**Cell classes on the final placement**

Bar = 50 µm.
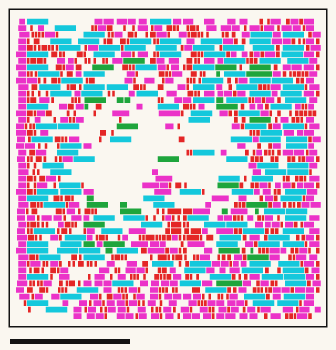
**Signal metal coverage by tile**

Bar = 50 µm. 26 x 26 tiles, from dark purple (low) to yellow (high), scaled to the fullest tile. Values are wire area over tile area, all layers added.
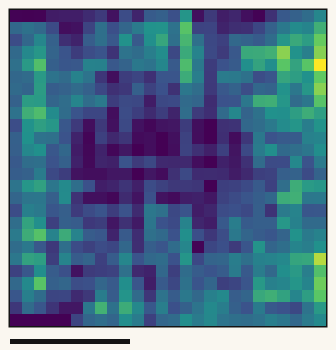
**Cells by drive strength**

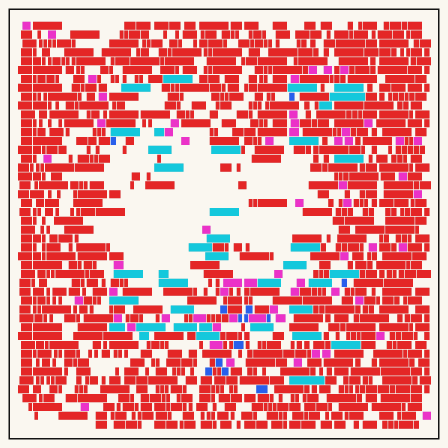
**Congestion heat map**

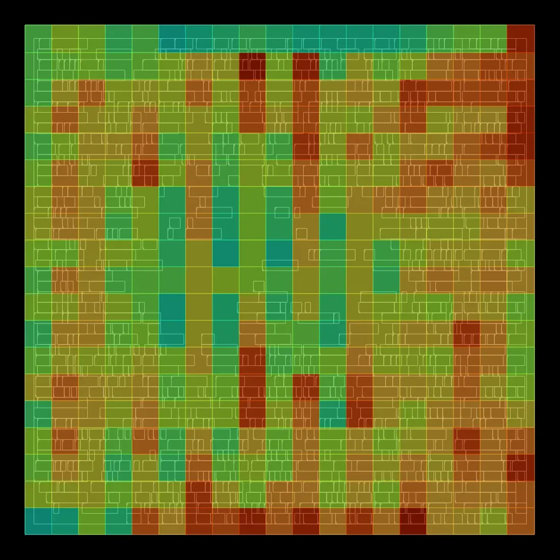
**Wires at chosen ports, followed through buffers**

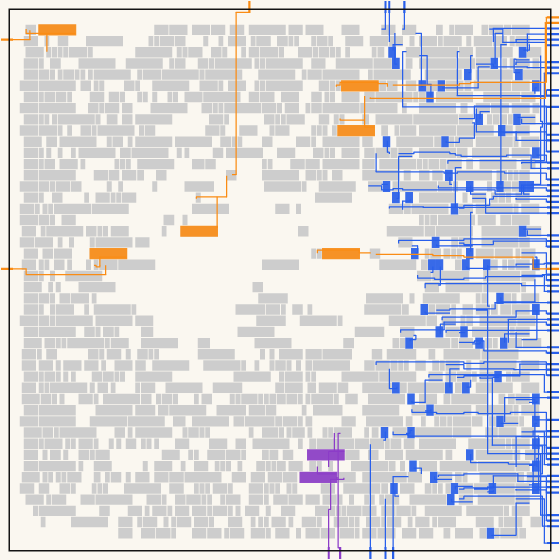
### config.mk
export PLATFORM = sky130hd
export DESIGN_NAME = mem_access_initiator
export DESIGN_NICKNAME = d
export VERILOG_FILES = /design/src/rtl/mem_access_initiator.sv
export SDC_FILE = /design/constraint.sdc
export NUM_CORES = 1
export LEC_CHECK = 0
export ABC_AREA = 1
export CAP_MARGIN = 15
export CORE_MARGIN = 2
export CORE_UTILIZATION = 40
export DETAILED_ROUTE_END_ITERATION = 12
export PLACE_DENSITY = 0.81
export SETUP_SLACK_MARGIN = 0.2
export SKIP_CTS_REPAIR_TIMING = 1
export SLEW_MARGIN = 20
export SYNTH_ARGS = -nofsm -noshare
export SYNTH_HDL_FRONTEND = slang
export SYNTH_SLANG_ARGS = --single-unit
### constraint.sdc
create_clock -name clock -period 2.1 [get_ports clock]
set_input_delay 0.525 -clock clock [delete_from_list [all_inputs] [get_ports clock]]
set_output_delay 0.525 -clock clock [all_outputs]
set_load 0.05 [all_outputs]
### src/rtl/mem_access_initiator.sv
// Data-memory initiator: one load/store at a time, valid/ack to memory,
// single-cycle response pulse with alignment/range/timeout error codes.
//
// Ports:
//   clock, reset_n            rising-edge clock, async active-low reset
//   reqValid/reqReady         pipeline request handshake (ready only in IDLE)
//   reqWrite, reqAddress,
//   reqWriteData              request fields, sampled on accept
//   rspValid, rspData,
//   rspError, rspErrCode      one-cycle response (00 ok, 01 misaligned,
//                             10 out of range, 11 timeout)
//   memReq, memWrite,
//   memAddress, memWriteData  memory request, held stable until memAck
//   memAck, memReadData       memory completion pulse and load data
//
// Optional build macro MEM_ACCESS_TIMEOUT_EN adds a watchdog that abandons
// an ISSUE after TIMEOUT_CYCLES cycles without memAck (code 11).
module mem_access_initiator #(
    parameter int ADDR_W         = 64,
    parameter int DATA_W         = 64,
    parameter int MEM_DEPTH_LOG2 = 6,
    parameter int TIMEOUT_CYCLES = 16
) (
    input  logic                      clock,
    input  logic                      reset_n,
    input  logic                      reqValid,
    output logic                      reqReady,
    input  logic                      reqWrite,
    input  logic [ADDR_W-1:0]         reqAddress,
    input  logic [DATA_W-1:0]         reqWriteData,
    output logic                      rspValid,
    output logic [DATA_W-1:0]         rspData,
    output logic                      rspError,
    output logic [1:0]                rspErrCode,
    output logic                      memReq,
    output logic                      memWrite,
    output logic [MEM_DEPTH_LOG2-1:0] memAddress,
    output logic [DATA_W-1:0]         memWriteData,
    input  logic                      memAck,
    input  logic [DATA_W-1:0]         memReadData
);

    typedef enum logic [1:0] {
        IDLE,
        ISSUE,
        RESP
    } state_t;

    localparam logic [1:0] ERR_MISALIGN = 2'b01;
    localparam logic [1:0] ERR_RANGE    = 2'b10;

    state_t state;

    logic misaligned;
    logic outOfRange;

    assign misaligned = |reqAddress[2:0];
    // Any set bit above the doubleword index puts the access past the end.
    assign outOfRange = |reqAddress[ADDR_W-1:MEM_DEPTH_LOG2+3];

`ifdef MEM_ACCESS_TIMEOUT_EN
    localparam int CNT_W = $clog2(TIMEOUT_CYCLES + 1);
    localparam logic [1:0] ERR_TIMEOUT = 2'b11;

    logic [CNT_W-1:0] waitCount;
    logic             timedOut;

    // The count still reads LIMIT-1 in the last allowed ISSUE cycle, so
    // memReq is high for exactly TIMEOUT_CYCLES cycles.
    assign timedOut = (waitCount == CNT_W'(TIMEOUT_CYCLES - 1));
`endif

    always_ff @(posedge clock or negedge reset_n) begin
        if (!reset_n) begin
            state        <= IDLE;
            reqReady     <= 1'b0;
            rspValid     <= 1'b0;
            rspData      <= '0;
            rspError     <= 1'b0;
            rspErrCode   <= 2'b00;
            memReq       <= 1'b0;
            memWrite     <= 1'b0;
            memAddress   <= '0;
            memWriteData <= '0;
`ifdef MEM_ACCESS_TIMEOUT_EN
            waitCount    <= '0;
`endif
        end else begin
            unique case (state)
                IDLE: begin
                    // reqReady comes up one edge after reset release.
                    if (!reqReady) begin
                        reqReady <= 1'b1;
                    end else if (reqValid) begin
                        reqReady <= 1'b0;
                        if (misaligned) begin
                            state      <= RESP;
                            rspValid   <= 1'b1;
                            rspError   <= 1'b1;
                            rspErrCode <= ERR_MISALIGN;
                        end else if (outOfRange) begin
                            state      <= RESP;
                            rspValid   <= 1'b1;
                            rspError   <= 1'b1;
                            rspErrCode <= ERR_RANGE;
                        end else begin
                            state        <= ISSUE;
                            memReq       <= 1'b1;
                            memWrite     <= reqWrite;
                            memAddress   <=
                                reqAddress[MEM_DEPTH_LOG2+2:3];
                            memWriteData <= reqWriteData;
`ifdef MEM_ACCESS_TIMEOUT_EN
                            waitCount    <= '0;
`endif
                        end
                    end
                end

                ISSUE: begin
                    if (memAck) begin
                        state        <= RESP;
                        rspValid     <= 1'b1;
                        rspData      <= memWrite ? '0 : memReadData;
                        memReq       <= 1'b0;
                        memWrite     <= 1'b0;
                        memAddress   <= '0;
                        memWriteData <= '0;
                    end
`ifdef MEM_ACCESS_TIMEOUT_EN
                    else if (timedOut) begin
                        state        <= RESP;
                        rspValid     <= 1'b1;
                        rspError     <= 1'b1;
                        rspErrCode   <= ERR_TIMEOUT;
                        memReq       <= 1'b0;
                        memWrite     <= 1'b0;
                        memAddress   <= '0;
                        memWriteData <= '0;
                    end else begin
                        waitCount <= waitCount + CNT_W'(1);
                    end
`endif
                end

                RESP: begin
                    // Response fields return to zero with the pulse.
                    state      <= IDLE;
                    reqReady   <= 1'b1;
                    rspValid   <= 1'b0;
                    rspData    <= '0;
                    rspError   <= 1'b0;
                    rspErrCode <= 2'b00;
                end

                default: begin
                    state <= IDLE;
                end
            endcase
        end
    end

endmodule

==> results.json <==
{
  "tightest_slew_ns": 0.553,
  "final_design_area_no_fill_um2": 11000,
  "fin_crit_sh_pct": 85.2,
  "clock_buffer_count": 19,
  "async_reset_ff_share_pct": 100,
  "cpPeakStageDelay_ns": 0.37,
  "fin_crit_ns": 1.79,
  "chip_area_um2": 17200,
  "cp.required_ns": 2.46,
  "syn-cell-area_um2": 6480,
  "r2r-end": "memWriteData[29]",
  "total_power_w": 0.0187,
  "gp_congestion": 0.806,
  "largest_class": "buffers",
  "status": "complete, no violations",
  "ys_chip_area_um2": 6480,
  "seq_share_pct": 32.6,
  "htree_levels": 4,
  "n_all_inverters": 72,
  "cp_num_cells": 11
}
Notes on 'cell classes on the final placement' above:
legend:
  red:
    class: combinational and other logic
    cells: 579
    share_of_their_area: 25%
  magenta:
    class: remaining buffers and delay cells
    cells: 357
    share_of_their_area: 36%
  cyan:
    class: sequential cells
    cells: 143
    share_of_their_area: 33%
  green:
    class: clock drivers and dummy loads
    cells: 31
    share_of_their_area: 5.4%

Notes on 'signal metal coverage by tile' above:
tiles over half the peak: 13%
nearly empty tiles: 3.3%
mean over tiles: 0.21
fullest tile: 0.67

Notes on 'cells by drive strength' above:
legend:
  red:
    size: _0 and _1 cells
    cells: 999
  magenta:
    size: _3 and _4 cells
    cells: 60
  blue:
    size: _2 cells
    cells: 13
  cyan:
    size: _6 and larger
    cells: 38

Notes on 'congestion heat map' above:
Layout Utilization: 69.1%
M1 GR Usage: 29.5%

Notes on 'wires at chosen ports, followed through buffers' above:
legend:
  purple:
    port: rspErrCode
    bits: 2
    direction: output
    edge: bottom
    end_cells: 2
    buffers: 2
    wire: 68.4 µm
  orange:
    port: memAddress
    bits: 6
    direction: output
    edge: 3 right, 2 left, 1 top
    end_cells: 6
    buffers: 6
    wire: 332 µm
  blue:
    port: memReadData
    bits: 64
    direction: input
    edge: 58 right, 3 bottom, 3 top
    end_cells: 64
    buffers: 64
    wire: 2010 µm

## report_power, final
group | internal, W | total (W) | leakage, nW | switching [W]
Combinational | 0.00346 | 0.0111 | 4.27 | 0.00761
Sequential | 0.00403 | 0.00470 | 1.83 | 0.000671
Clock | 0.00178 | 0.00295 | 0.280 | 0.00117
## layout by cell type, fill, tap and decap left out, types with 2 or more instances in the layout
cell type / count
nand2_1: 248
buf_4: 50
buf_6: 2
inv_6: 3
inv_1: 69
nand3_1: 68
ha_1: 3
dfrtp_1: 143
clkinv_4: 2
inv_2: 3
clkinvlp_4: 2
clkdlybuf4s50_1: 195
nor2_2: 2
bufinv_16: 2
o21ai_0: 34
nand2_4: 2
buf_12: 12
nor2_1: 35
clkbuf_16: 18
nand3b_1: 71
dlymetal6s2s_1: 97
clkinv_2: 3
nand2_2: 2
o21ai_1: 33
## cells by family after synthesis
family	Yosys count	share of synthesized area, %
DFF	143	55.2
AOI/OAI and AO/OA	71	5.75
buffers and inverters	122	7.70
and+or+nand+nor	433	30.8
adders and majority gates	3	0.579
## worst register-to-register path: cells and delay by family (launching register included)
family | cells | cell delay (ns)
buf+inv | 5 | 0.59
flops | 1 | 0.37
compound gates | 2 | 0.28
simple gates | 3 | 0.28
fa+ha+maj | 1 | 0.22
## cell usage after synthesis, types with 2 or more instances
cell type    n  share of area (%)
nand2_1    250                 14
dfrtp_1    143                 55
nand3b_1    71                8.2
inv_1       69                4.0
nand3_1     68                5.2
nor2_1      38                2.2
o21ai_0     34                2.6
o21ai_1     33                2.5
clkbuf_1    30                1.7
buf_2        9               0.69
buf_4        8               0.93
buf_1        3               0.17
ha_1         3               0.58
inv_2        3               0.17
nand2_2      2               0.19
No activity file was given, so power comes from the tool's default toggle rates.
